==> src/rtl/program_counter_pkg.sv <==
// Shared CPU definitions used by the program counter and next-PC logic.
//   ADDR_W       : instruction address width
//   addr_t       : instruction address type
//   PC_RESET_VEC : address held at power-up and forced by reset
//   INSTR_BYTES  : size of one instruction, the sequential PC step
package program_counter_pkg;

  localparam int unsigned ADDR_W = 32;

  typedef logic [ADDR_W-1:0] addr_t;

  localparam addr_t       PC_RESET_VEC = 32'h0000_0000;
  localparam int unsigned INSTR_BYTES  = 4;

endpackage : program_counter_pkg

==> src/rtl/pc_incr.sv <==
// Constant adder: y = a + INC, modulo 2^WIDTH (carry discarded).
// Used for PC+4 and reusable by branch-target logic.
//   a : operand address
//   y : a + INC
module pc_incr #(
  parameter int unsigned WIDTH = 32,
  parameter int unsigned INC   = 4
) (
  input  logic [WIDTH-1:0] a,
  output logic [WIDTH-1:0] y
);

  always_comb begin
    y = a + WIDTH'(INC);
  end

endmodule : pc_incr

==> src/rtl/program_counter.sv <==
// Program-counter register for the single-cycle MIPS datapath.
// Loads the next-PC value every rising clock edge; no enable or stall.
// Optional feature macro: PC_ALIGN_CHECK_EN adds the registered
// `misaligned` flag (set when a loaded pcin has pcin[1:0] != 0).
//   clk        : system clock, rising edge
//   reset      : asynchronous, active-low; forces pcout to RESET_VAL
//   pcin       : next-PC value from the next-PC mux
//   pcout      : current PC, registered
//   pc_plus4   : pcout + 4, combinational, wraps modulo 2^WIDTH
//   misaligned : (PC_ALIGN_CHECK_EN only) last loaded PC was unaligned
module program_counter
  import program_counter_pkg::*;
#(
  parameter int unsigned       WIDTH     = ADDR_W,
  parameter logic [WIDTH-1:0]  RESET_VAL = WIDTH'(PC_RESET_VEC)
) (
  input  logic             clk,
  input  logic             reset,
  input  logic [WIDTH-1:0] pcin,
  output logic [WIDTH-1:0] pcout,
`ifdef PC_ALIGN_CHECK_EN
  output logic             misaligned,
`endif
  output logic [WIDTH-1:0] pc_plus4
);

  // Declaration initialiser gives the power-up value without needing a
  // reset pulse, so an undriven/X reset before the first edge cannot
  // disturb it.
  logic [WIDTH-1:0] pc_q = RESET_VAL;

  always_ff @(posedge clk or negedge reset) begin
    if (!reset) begin
      pc_q <= RESET_VAL;
    end else begin
      pc_q <= pcin;
    end
  end

  assign pcout = pc_q;

  pc_incr #(
    .WIDTH (WIDTH),
    .INC   (INSTR_BYTES)
  ) u_pc_incr (
    .a (pc_q),
    .y (pc_plus4)
  );

`ifdef PC_ALIGN_CHECK_EN
  logic mis_q = 1'b0;

  always_ff @(posedge clk or negedge reset) begin
    if (!reset) begin
      mis_q <= 1'b0;
    end else begin
      mis_q <= (pcin[1:0] != 2'b00);
    end
  end

  assign misaligned = mis_q;
`endif

endmodule : program_counter

==> config.mk <==
export PLATFORM = sky130hd
export DESIGN_NAME = program_counter
export DESIGN_NICKNAME = d
export VERILOG_FILES = /design/src/rtl/program_counter_pkg.sv /design/src/rtl/pc_incr.sv /design/src/rtl/program_counter.sv
export SDC_FILE = /design/constraint.sdc
export NUM_CORES = 1
export LEC_CHECK = 0
export CORE_MARGIN = 4
export CORE_UTILIZATION = 37
export CTS_CLUSTER_SIZE = 10
export DETAILED_ROUTE_END_ITERATION = 16
export PLACE_DENSITY = 0.88
export SYNTH_ARGS = -nofsm -noshare
export SYNTH_HDL_FRONTEND = slang
export SYNTH_HIERARCHICAL = 1
export SYNTH_SLANG_ARGS = --single-unit
==> constraint.sdc <==
create_clock -name clk -period 2.9 [get_ports clk]
set_clock_uncertainty 0.15 [all_clocks]
set_input_delay 0.435 -clock clk [delete_from_list [all_inputs] [get_ports clk]]
set_output_delay 0.435 -clock clk [all_outputs]
set_load 0.02 [all_outputs]
==> flow_summary.json, run 1 <==
{
  "status": "finished clean",
  "combPwrFrac": 0.223,
  "mostFrequentLayoutCells": "77 x clkdlybuf4s50_1, 32 x dfrtp_1, 21 x xnor2_1",
  "die_w_microns": 69.1,
  "worst_pin_slew_ps": 440,
  "setup_viol": 0,
  "path_cells": "ha_1, nand3_2, nor4_4, buf_4, nand4_1, xnor2_1, dlygate4sd2_1",
  "power.leakage_nw": 1.08,
  "vias_per_cell": 4.63,
  "p_per_area_nw_per_um2": 426,
  "overflow": 0,
  "place_inst": 258,
  "syn_nets": 150,
  "core_area_sq_um": 3470,
  "layout_setup_ws_ps": 142,
  "critPathKind": "reg -> out",
  "netlist_area_sq_um": 1380,
  "holdWs_ps": 391,
  "slowest_delay_ps": 440,
  "drive_gt1_frac": 0.0860,
  "grt_pass1_wl_mm": 6.35,
  "clk_pin_slew_worst_paths_ps": 70,
  "yosys_area_sq_um": 1380,
  "die_y_microns": 69.1,
  "drv_slew": 0,
  "final_area_sq_um": 2520,
  "gp_congestion": 0.875,
  "fp-utilization": 0.398,
  "synth_seq_share": 0.580,
  "drc_errors": 0,
  "synthCells": 115,
  "power.ir.vdd_worst_v": 0.000332,
  "mostFrequentLayoutCell": "clkdlybuf4s50_1",
  "period_needed_ps": 2760,
  "largest_register_ffs": 32,
  "htree_levels": 2,
  "cts_buffers": 5,
  "syn_to_final_growth_pct": 82.8,
  "antenna_found_initial": 0,
  "final_antenna_net_count": 0,
  "clock_path_buffers": 2,
  "final_util": 0.728,
  "yosysWarnings": 6,
  "finalHoldViolCount": 0,
  "fin_nets": 255,
  "finalCritPeriodShare": 0.951,
  "largest_area_cell": "dfrtp_1",
  "cap_violations": 0,
  "hpwl_mm": 3.25,
  "path_max_fanout": 8,
  "crit_path_start": "pcout[2]",
  "maxSlewHeadroom": 0.705,
  "critPathArrivalTime_ps": 2170,
  "finalSetupTns_ps": 0,
  "rsz0062_at_grt": "false",
  "cts-root-buf": "clkbuf_8",
  "drt_iter0_markers": 63,
  "hold_path.class": "in -> async",
  "die_area_sq_um": 4770,
  "crit_end": "pc_plus4[28]",
  "grt_max_degree": 33,
  "final.fill_count": 263,
  "area_leaders": "dfrtp_1 58%, xnor2_1 13%, xor2_1 4.4%",
  "intPower_w": 0.000767,
  "crit_required_ps": 2320,
  "cts_sinks": 32,
  "synth_flops": 32,
  "crit_slowest_cell": "dfrtp_1",
  "diodes": 0,
  "top_area_frac": 0.580,
  "fmax_mhz": 363,
  "cp-start-kind": "flip-flop",
  "clock_power_share": 0.312,
  "switchingPower_w": 0.000309,
  "avgSynthCellArea_sq_um": 12.0,
  "ctsHoldBuffers": 0,
  "stdcell_count": 267,
  "yosys.cell_types.count": 19,
  "seqPwrFrac": 0.465,
  "tritoncts": "done"
}
run 1: layer usage:
| metal | global-route usage | routed length, microns | share of wire |
|---|---|---|---|
| met5 | 0 | 0 | 0 |
| met4 | 0.0586 | 27 | 0.0067 |
| met3 | 0.0509 | 269 | 0.067 |
| met2 | 0.322 | 2260 | 0.56 |
| met1 | 0.171 | 1490 | 0.37 |
run 1: cells in the mapped netlist, drive strengths merged:
library cell	n
xnor2	21
buf	2
nor3	3
and3	2
and2	1
ha	1
nor4	2
dfrtp	32
xor2	7
nand3	11
inv	2
nand2	10
or2	2
nor2	7
nand4	10
and4	2
run 1: area by class of cell:
type                            count  area [sq um]  share of cell area
Timing Repair Buffer              100           995               0.394
Clock inverter                      3          23.8             0.00942
Clock buffer                        5          68.8              0.0273
Inverter                            2          7.51             0.00297
Sequential cell                    32           801               0.317
Multi-Input combinational cell     79           572               0.226
Tap cell                           46          57.6              0.0228
run 1: power by group through the flow:
stage	registers [W]	logic (W)	clock network (W)
CTS	0.000500	0.000245	0.000347
detailed placement	0.000507	0.000251	0
global placement	0.000507	0.000247	0
floorplan	0.000531	0.0000664	0
finish	0.000500	0.000240	0.000336
global route	0.000505	0.000253	0.000376
run 1: kinds of logic after synthesis:
logic type,Yosys count,synth area share
xor gates and xnor gates,28,0.178
adders and majority gates,1,0.00906
and+or+nand+nor,50,0.217
DFF,32,0.580
buffers and inverters,4,0.0163
run 1: worst max-delay path, delay by kind of cell (launching register included):
family	cells	cell delay, ps
xor+xnor	1	180
simple gates	3	460
buf+inv	2	580
fa+ha+maj	1	230
flops	1	440
run 1: repair_timing:
| action | in CTS | in global routing |
|---|---|---|
| pin swaps | 1 | 1 |
| gates resized | 15 | 7 |
| setup buffers | 1 | 0 |
| endpoints found under the setup margin | 18 | 7 |
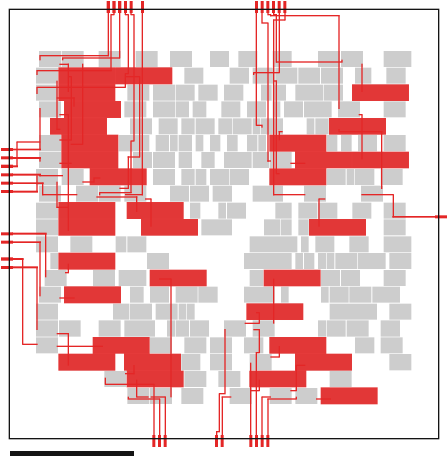
run_1/io_fan.png
Scale bar: 20 microns.
legend:
  pcin:
    color: red
    bits: 32
    direction: input
    edge: 12 north, 10 west, 9 south, 1 east
    end_cells: 32
    buffers: 32
    wire: 774 microns
port bufs: 97
Top Ports: 98

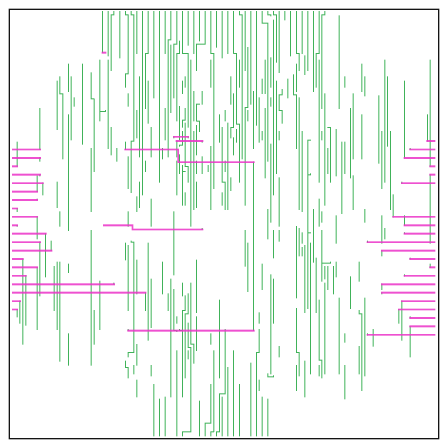
run_1/wires.png
Two of the layers only.
legend:
  metal 3:
    color: magenta
    wire_length: 269 microns
  metal 2:
    color: green
    wire_length: 2,260 microns
Total Routing Usage GR: 0.169
detailed-route wire length per cell: 15.1 microns
WL final: 4.04 mm
via count: 1,237

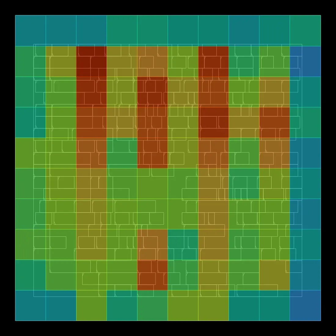
run_1/congestion.png
grt met2 use: 0.322
met3 GRT Util: 0.0509
gr busiest metal: met2

==> run 2, diff against run 1 <==
--- a/config.mk
+++ b/config.mk
@@ -9,6 +9,7 @@
 export CORE_UTILIZATION = 37
 export CTS_CLUSTER_SIZE = 10
 export DETAILED_ROUTE_END_ITERATION = 16
+export HOLD_SLACK_MARGIN = 0.02
 export PLACE_DENSITY = 0.88
 export SYNTH_ARGS = -nofsm -noshare
 export SYNTH_HDL_FRONTEND = slang
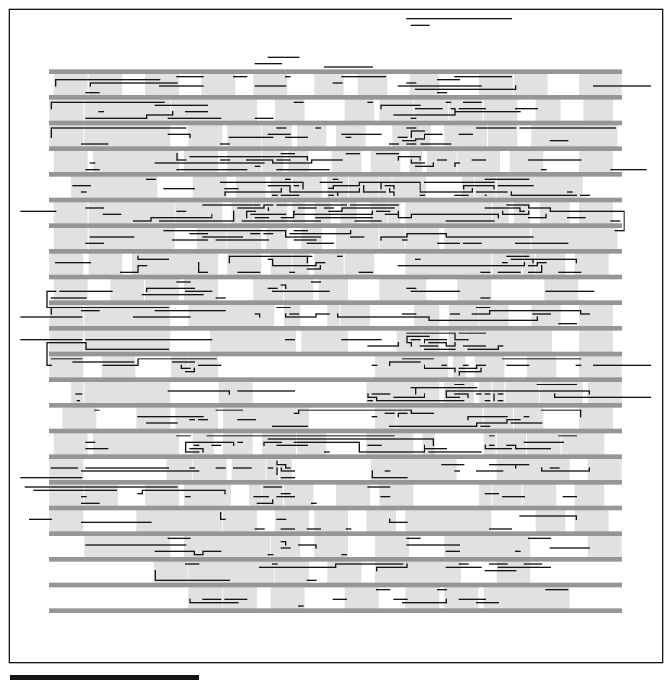
run_2/layer_met1.png
Scale bar: 20 microns. Supply wires on this layer in gray. Cells faint in the background.
longest straight run: 19.8 microns
share of all routed wire: 37%
nets with wire on the layer: 219
main direction: horizontal
GR Util met1: 0.171

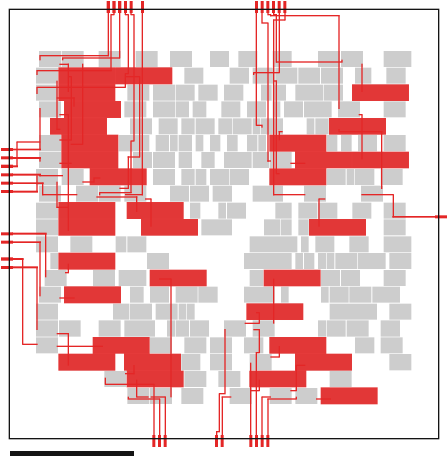
run_2/io_fan.png
Scale bar: 20 microns.
legend:
  pcin:
    color: red
    bits: 32
    direction: input
    edge: 12 north, 10 west, 9 south, 1 east
    end_cells: 32
    buffers: 32
    wire: 774 microns

==> run 2 against run 1 <==
Compared with the run above: critical path depth stayed put; final area stayed put; via count stayed put; wire length stayed put; sequential share of layout area stayed put; critical path type unchanged.
==> flow_summary.json, run 2 <==
{
  "finalSetupTns_ps": 0,
  "drt_wl_total_mm": 4.04,
  "netlist_area_sq_um": 1380,
  "avgSynthCellArea_sq_um": 12.0,
  "io_buffers": 97,
  "setup_viol": 0,
  "core_area_sq_um": 3470,
  "final_antenna_net_count": 0,
  "drive_gt1_frac": 0.0860,
  "synth_seq_share": 0.580,
  "clock_path_buffers": 2,
  "syn_to_final_growth_pct": 82.8,
  "drc_errors": 0,
  "fin_nets": 255,
  "final_area_sq_um": 2520,
  "grt-busiest-layer": "met2",
  "hpwl_mm": 3.25,
  "ctsHoldBuffers": 0,
  "vias_per_cell": 4.63,
  "synth_flops": 32,
  "cts_sinks": 32,
  "die_w_microns": 69.1,
  "p_per_area_nw_per_um2": 426,
  "clk_pin_slew_worst_paths_ps": 70,
  "rsz0062_at_grt": "false",
  "seqPwrFrac": 0.465,
  "diodes": 0,
  "largest_register_ffs": 32,
  "final_util": 0.728,
  "period_needed_ps": 2760,
  "layout_setup_ws_ps": 142,
  "holdWs_ps": 391,
  "critPathArrivalTime_ps": 2170,
  "syn_nets": 150,
  "combPwrFrac": 0.223,
  "path_cells": "ha_1, nand3_2, nor4_4, buf_4, nand4_1, xnor2_1, dlygate4sd2_1",
  "mostFrequentLayoutCell": "clkdlybuf4s50_1",
  "place_inst": 258,
  "switchingPower_w": 0.000309,
  "yosys_area_sq_um": 1380,
  "boundaryPins": 98,
  "die_y_microns": 69.1,
  "use_met3": 0.0509,
  "power.ir.vdd_worst_v": 0.000332,
  "maxSlewHeadroom": 0.705,
  "async_reset_ff_frac": 1.00,
  "status": "finished clean",
  "largest_area_cell": "dfrtp_1",
  "slowest_delay_ps": 440,
  "drt_iter0_markers": 63,
  "intPower_w": 0.000767,
  "cts_buffers": 5,
  "htree_levels": 2,
  "fmax_mhz": 363,
  "crit_required_ps": 2320,
  "overflow": 0,
  "worst_pin_slew_ps": 440,
  "tritoncts": "done",
  "finalHoldViolCount": 0,
  "crit_slowest_cell": "dfrtp_1",
  "power.leakage_nw": 1.08,
  "hold_path.class": "in -> async",
  "use_met2": 0.322,
  "yosys.cell_types.count": 19
}
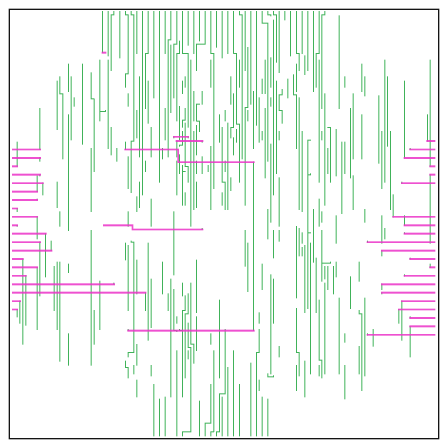
run_2/wires.png
Two of the layers only.
legend:
  metal 2:
    color: green
    wire_length: 2,260 microns
  metal 3:
    color: magenta
    wire_length: 269 microns

## run 2: per-layer routing
metal | vias up | part of all wire | routed length [microns]
met1 | 585 | 0.37 | 1490
met3 | 2 | 0.067 | 269
li1 | 599 | - | -
met2 | 51 | 0.56 | 2260
met4 | 0 | 0.0067 | 27
met5 | - | 0 | 0
## run 2: final cells by class
class / count / area (sq um)
timing repair buffer: 100 / 995
fill: 263 / 943
sequential: 32 / 801
multi-input combinational: 79 / 572
clock buffer: 5 / 68.8
tap: 46 / 57.6
clock inverter: 3 / 23.8
inverter: 2 / 7.51
## run 2: critical path, delay by kind of cell (launching register included)
| kind | cells | cell delay [ps] |
|---|---|---|
| XOR/XNOR | 1 | 180 |
| adder cells (fa/ha/maj) | 1 | 230 |
| buffers and inverters | 2 | 580 |
| flip-flops | 1 | 440 |
| AND/OR/NAND/NOR | 3 | 460 |
## run 2: cells by family (layout without fill, tap and decap cells)
| logic type | count (synthesis) | count (layout) | synth area share |
|---|---|---|---|
| xor+xnor | 28 | 28 | 0.178 |
| flops | 32 | 32 | 0.580 |
| simple gates | 50 | 50 | 0.217 |
| fa+ha+maj | 1 | 1 | 0.00906 |
| buf+inv | 4 | 110 | 0.0163 |
## run 2: power groups by stage
stage          Combinational (W)  Sequential (W)  Clock [W]
6_report                0.000240        0.000500   0.000336
3_3_place_gp            0.000247        0.000507          0
4_1_cts                 0.000245        0.000500   0.000347
2_1_floorplan          0.0000664        0.000531          0
3_5_place_dp            0.000251        0.000507          0
5_1_grt                 0.000253        0.000505   0.000376
## run 2: final timing paths
path,start,endpoint,slack [ps],cells after the start
worst min-delay path,reset,pcout[20],390,2
worst max-delay path,pcout[2],pc_plus4[28],140,7
max in group asynchronous,reset,pcout[11],1920,2
min in group clk,pcin[27],pcout[27],440,1
run_2/congestion.png
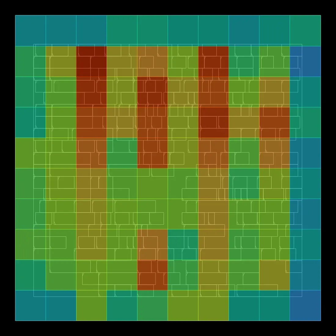

==> run 3, diff against run 2 <==
--- a/config.mk
+++ b/config.mk
@@ -10,8 +10,8 @@
 export CTS_CLUSTER_SIZE = 10
 export DETAILED_ROUTE_END_ITERATION = 16
 export HOLD_SLACK_MARGIN = 0.02
-export PLACE_DENSITY = 0.88
+export PLACE_DENSITY = 0.87
 export SYNTH_ARGS = -nofsm -noshare
 export SYNTH_HDL_FRONTEND = slang
-export SYNTH_HIERARCHICAL = 1
 export SYNTH_SLANG_ARGS = --single-unit
+export TNS_END_PERCENT = 10
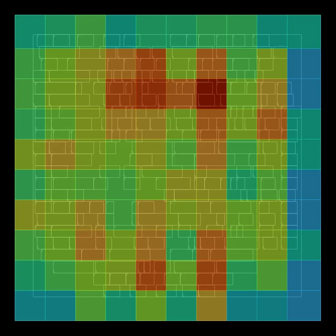
run_3/congestion.png
Total Routing Usage GR: 0.155
detailed-route wire length per cell: 14.1 microns
met3 GRT Util: 0.0638
Final Util: 0.702

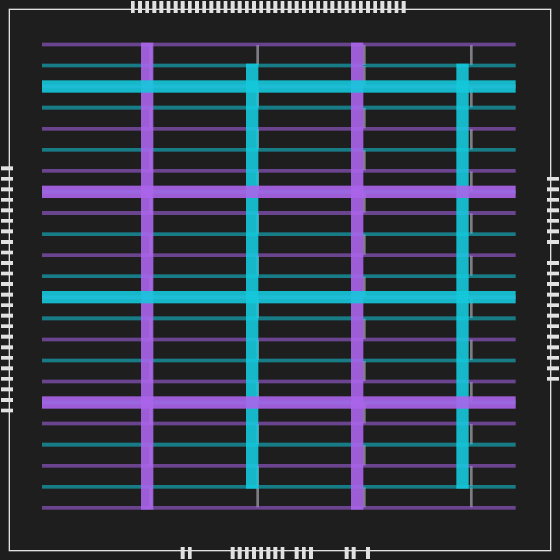
run_3/power_grid.png
Pins as bars on the die edge. Tap cells in gray.
legend:
  VDD:
    color: cyan
  VSS:
    color: purple
met4 straps: 4
met5 straps: 4
met1 rails: 23

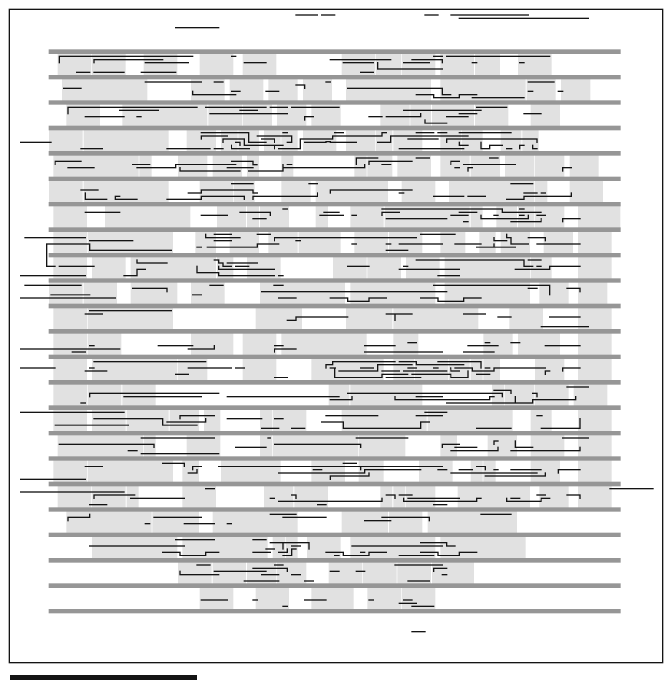
run_3/layer_met1.png
Scale bar: 20 microns. Supply wires on this layer in gray. Cells faint in the background.
main direction: horizontal
wire length on this layer: 1,490 microns
share of all routed wire: 39%
GR Util met1: 0.175
WL final: 3.82 mm

==> run 3 against run 2 <==
Compared with the run above: critical path depth is 1 lower; synthesized cell count is 0.87% lower; synthesized area is 2.1% higher; sequential share of layout area is 0.49 points lower; highest routed layer unchanged.
==> flow_summary.json, run 3 <==
{
  "drc_errors": 0,
  "finalCritPeriodShare": 0.986,
  "gp_congestion": 0.743,
  "status": "finished clean",
  "avgSynthCellArea_sq_um": 12.4,
  "antenna_found_initial": 0,
  "cts_sinks": 32,
  "yosys_area_sq_um": 1410,
  "top_area_frac": 0.568,
  "die_y_microns": 69.7,
  "grt_pass1_wl_mm": 6.00,
  "hold_path.class": "in -> async",
  "cts_buffers": 5,
  "die_area_sq_um": 4860,
  "clock_path_buffers": 2,
  "common_cells": "32 x dfrtp_1, 19 x xnor2_1, 10 x nand2_1, 10 x nand3_1, 9 x xor2_1",
  "vias_per_cell": 4.46,
  "boundaryPins": 98,
  "syn_nets": 149,
  "fp-utilization": 0.385,
  "critPathKind": "reg -> out",
  "finalSetupTns_ps": 0,
  "maxSlewHeadroom": 0.736,
  "drv_slew": 0,
  "final_antenna_net_count": 0,
  "cp-start-kind": "flip-flop",
  "crit_end": "pc_plus4[14]",
  "diodes": 0,
  "hpwl_mm": 3.09,
  "rows": 22,
  "ctsHoldBuffers": 0,
  "edf_count": 0,
  "synthFlopType": "dfrtp_1",
  "grt_max_degree": 33,
  "async_reset_ff_frac": 1.00,
  "crit_required_ps": 2320,
  "power_w": 0.00107,
  "clk_pin_slew_worst_paths_ps": 60,
  "fin_nets": 257,
  "die_w_microns": 69.7,
  "finalHoldViolCount": 0,
  "power.leakage_nw": 1.11,
  "power.ir.vdd_worst_v": 0.000453,
  "htree_levels": 2,
  "drive_gt1_frac": 0.0987,
  "tritoncts": "done",
  "io_buffers": 97,
  "rsz0062_at_grt": "true",
  "synthCells": 114,
  "syn_to_final_growth_pct": 82.2,
  "mostFrequentLayoutCell": "clkdlybuf4s50_1",
  "p_per_area_nw_per_um2": 418,
  "period_needed_ps": 2860,
  "drt_iter0_markers": 37,
  "mostFrequentLayoutCells": "78 x clkdlybuf4s50_1, 31 x dfrtp_1, 19 x xnor2_1",
  "dr.pass1.iters": 4,
  "largest_register_ffs": 32,
  "core_area_sq_um": 3660,
  "fmax_mhz": 350,
  "yosys.cell_types.count": 19,
  "first_global_vias": 1259,
  "largest_area_cell": "dfrtp_1",
  "path_max_fanout": 5,
  "cts-root-buf": "clkbuf_8",
  "synth_seq_share": 0.568,
  "netlist_area_sq_um": 1410,
  "critical_path.endpoint_type": "primary output",
  "worst_pin_slew_ps": 396,
  "synth_flops": 32,
  "ys_cells": 114,
  "crit_path_start": "pcout[2]",
  "cap_violations": 0,
  "yosysWarnings": 0,
  "critPathArrivalTime_ps": 2280,
  "overflow": 0,
  "area_leaders": "dfrtp_1 57%, xnor2_1 12%, xor2_1 5.6%",
  "synth.most_common_cell": "dfrtp_1",
  "vias": 1210,
  "warning_count": 28,
  "holdWs_ps": 403,
  "setup_viol": 0
}
run 3: critical path, stage by stage (launching register included):
cell and delay [ps]:
dfrtp_1 420, ha_1 200, nand3_1 200, nor3_2 230, and3_1 200, xor2_1 140, clkdlybuf4s50_1 610
run 3: final cells by class:
type | count | area (sq um)
fillers | 298 | 1090
repair buffers | 103 | 1010
flip-flops and latches | 32 | 802
multi-input cells | 77 | 591
clock buffers | 8 | 90.1
well taps | 48 | 60.1
inverters | 3 | 11.3
run 3: cells by family after synthesis:
group / share of synthesized area
fa+ha+maj: 0.00887
simple gates: 0.231
xor+xnor: 0.174
buf+inv: 0.0186
flops: 0.568
run 3: what timing repair did:
item / 4_1_cts / 5_1_grt
endpoints found under the setup margin: 15 / 8
pin swaps: 0 / 3
gates resized: 13 / 9
setup buffers: 0 / 3
run 3: power breakdown:
group	internal [W]	leakage, nW	switching (W)
Combinational	0.000130	0.693	0.000112
Clock	0.000193	0.0455	0.000139
Sequential	0.000470	0.372	0.0000313
run 3: metrics by stage:
step	util	area, sq um	setup WS (ps)	instances
after global routing	0.702	2570	-111	271
after global placement	0.669	2450	257	260
after detailed placement	0.669	2450	205	260
after floorplan	-	1410	494	114
after CTS	0.689	2520	-89.7	268
final	0.702	2570	39.8	271
run 3: worst min-delay path by stage:
| stage | slack [ps] | cells past startpoint | to |
|---|---|---|---|
| floorplan | -10 | 0 | pcout[0] |
| global placement | 710 | 2 | pcout[26] |
| detailed placement | 710 | 2 | pcout[26] |
| CTS | 410 | 2 | pcout[26] |
| global route | 420 | 1 | pcout[4] |
| finish | 400 | 2 | pcout[26] |
run 3: routing by layer:
metal	vias up	track usage	wire (microns)
met5	-	0	0
met4	0	0.0511	70
met3	6	0.0638	323
met2	53	0.266	1940
met1	553	0.175	1490
li1	598	-	-
Power is estimated from default activity; no workload was simulated.
